### The metal 1 layer

Bar = 100 um.
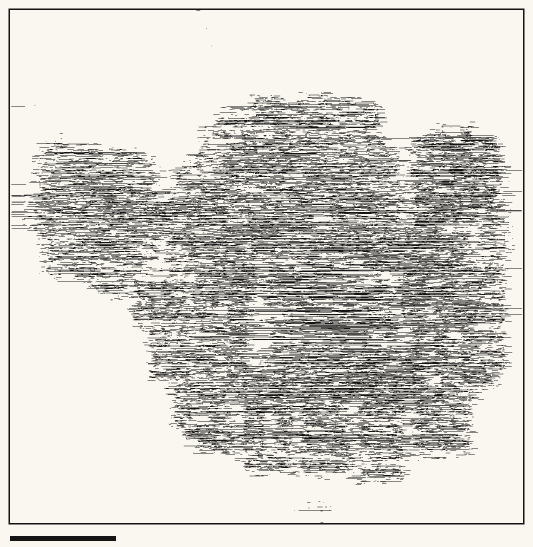
### Met2 routing

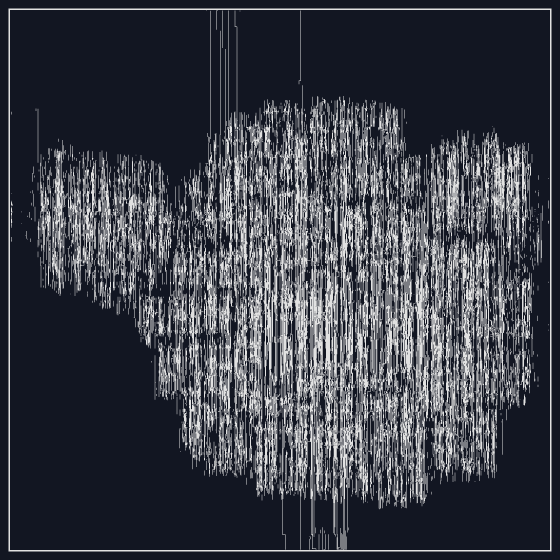
==> config.mk <==
export PLATFORM = sky130hd
export DESIGN_NAME = rename_map_ckpt_flat
export DESIGN_NICKNAME = d
export VERILOG_FILES = /design/src/rtl/rename_map_ckpt_if.sv /design/src/rtl/rename_map_ckpt.sv /design/src/flat_wrapper.sv
export SDC_FILE = /design/constraint.sdc
export NUM_CORES = 2
export LEC_CHECK = 0
export ABC_CLOCK_PERIOD_IN_PS = 8700
export CAP_MARGIN = 20
export CORE_MARGIN = 10
export CORE_UTILIZATION = 30
export CTS_CLUSTER_DIAMETER = 50
export CTS_CLUSTER_SIZE = 40
export DETAILED_ROUTE_END_ITERATION = 8
export GPL_TIMING_DRIVEN = 0
export MAX_ROUTING_LAYER = met4
export SETUP_SLACK_MARGIN = 0.02
export SLEW_MARGIN = 40
export SYNTH_ARGS = -nofsm -noshare
export SYNTH_HDL_FRONTEND = slang
export SYNTH_SLANG_ARGS = --single-unit
==> constraint.sdc <==
create_clock -name clk -period 8.7 [get_ports clk]
set_input_delay 2.175 -clock clk [delete_from_list [all_inputs] [get_ports clk]]
set_output_delay 2.175 -clock clk [all_outputs]
set_load 0.01 [all_outputs]
==> results.toml <==
# implementation run metrics
[setup_path]
criticalPathCategory = "reg -> out"
cp_top_family = "buffers and inverters"
worstPathRequired_ns = 6.53
r2r_setup_slack_ns = 1.28
rr_worst_depth = 19

[yosys]
edf_count = 0
synthArstFlopShare = 1.00
adder_share = 0.00437

[finish]
inv_count = 26
nClkBuffers = 137
flop_area_sq_um = 32600
final_cell_mix = "dfrtp_1 (1101), nand2_1 (1098), o31ai_1 (778), mux4_2 (402), o21ai_0 (354)"
seq_share = 0.442
ff_count = 1294

[power]
pwr-share-clk = 0.285
cellPowerDensity_nw_per_um2 = 267
combPwrFrac = 0.315
p_total_uw = 19700

[detailed_routing]
routed.top_layer = "met4"
drc = 0

[global_routing]
grtUsageMet3 = 0.0552
grt_pass1_vias = 50700

[outcome]
status = "completed"

[sta]
finalMaxSlewViolations = 0

[clock_tree]
cts_buffers = 121
hold_buffers = 0
Back to the opening pictures, 'The metal 1 layer':
longest straight run: 112 um
wire length on this layer: 99.3 mm
share of all routed wire: 40%
nets with wire on the layer: 5577
DRT Wirelength: 246 mm
met1 usage: 0.272

Back to the opening pictures, 'Met2 routing':
wire length on this layer: 110 mm
nets with wire on the layer: 5037
longest straight run: 132 um
grt met2 use: 0.305
detailed-route via count: 51300

Power figures rest on the tool's default switching activity, not on a simulated workload.
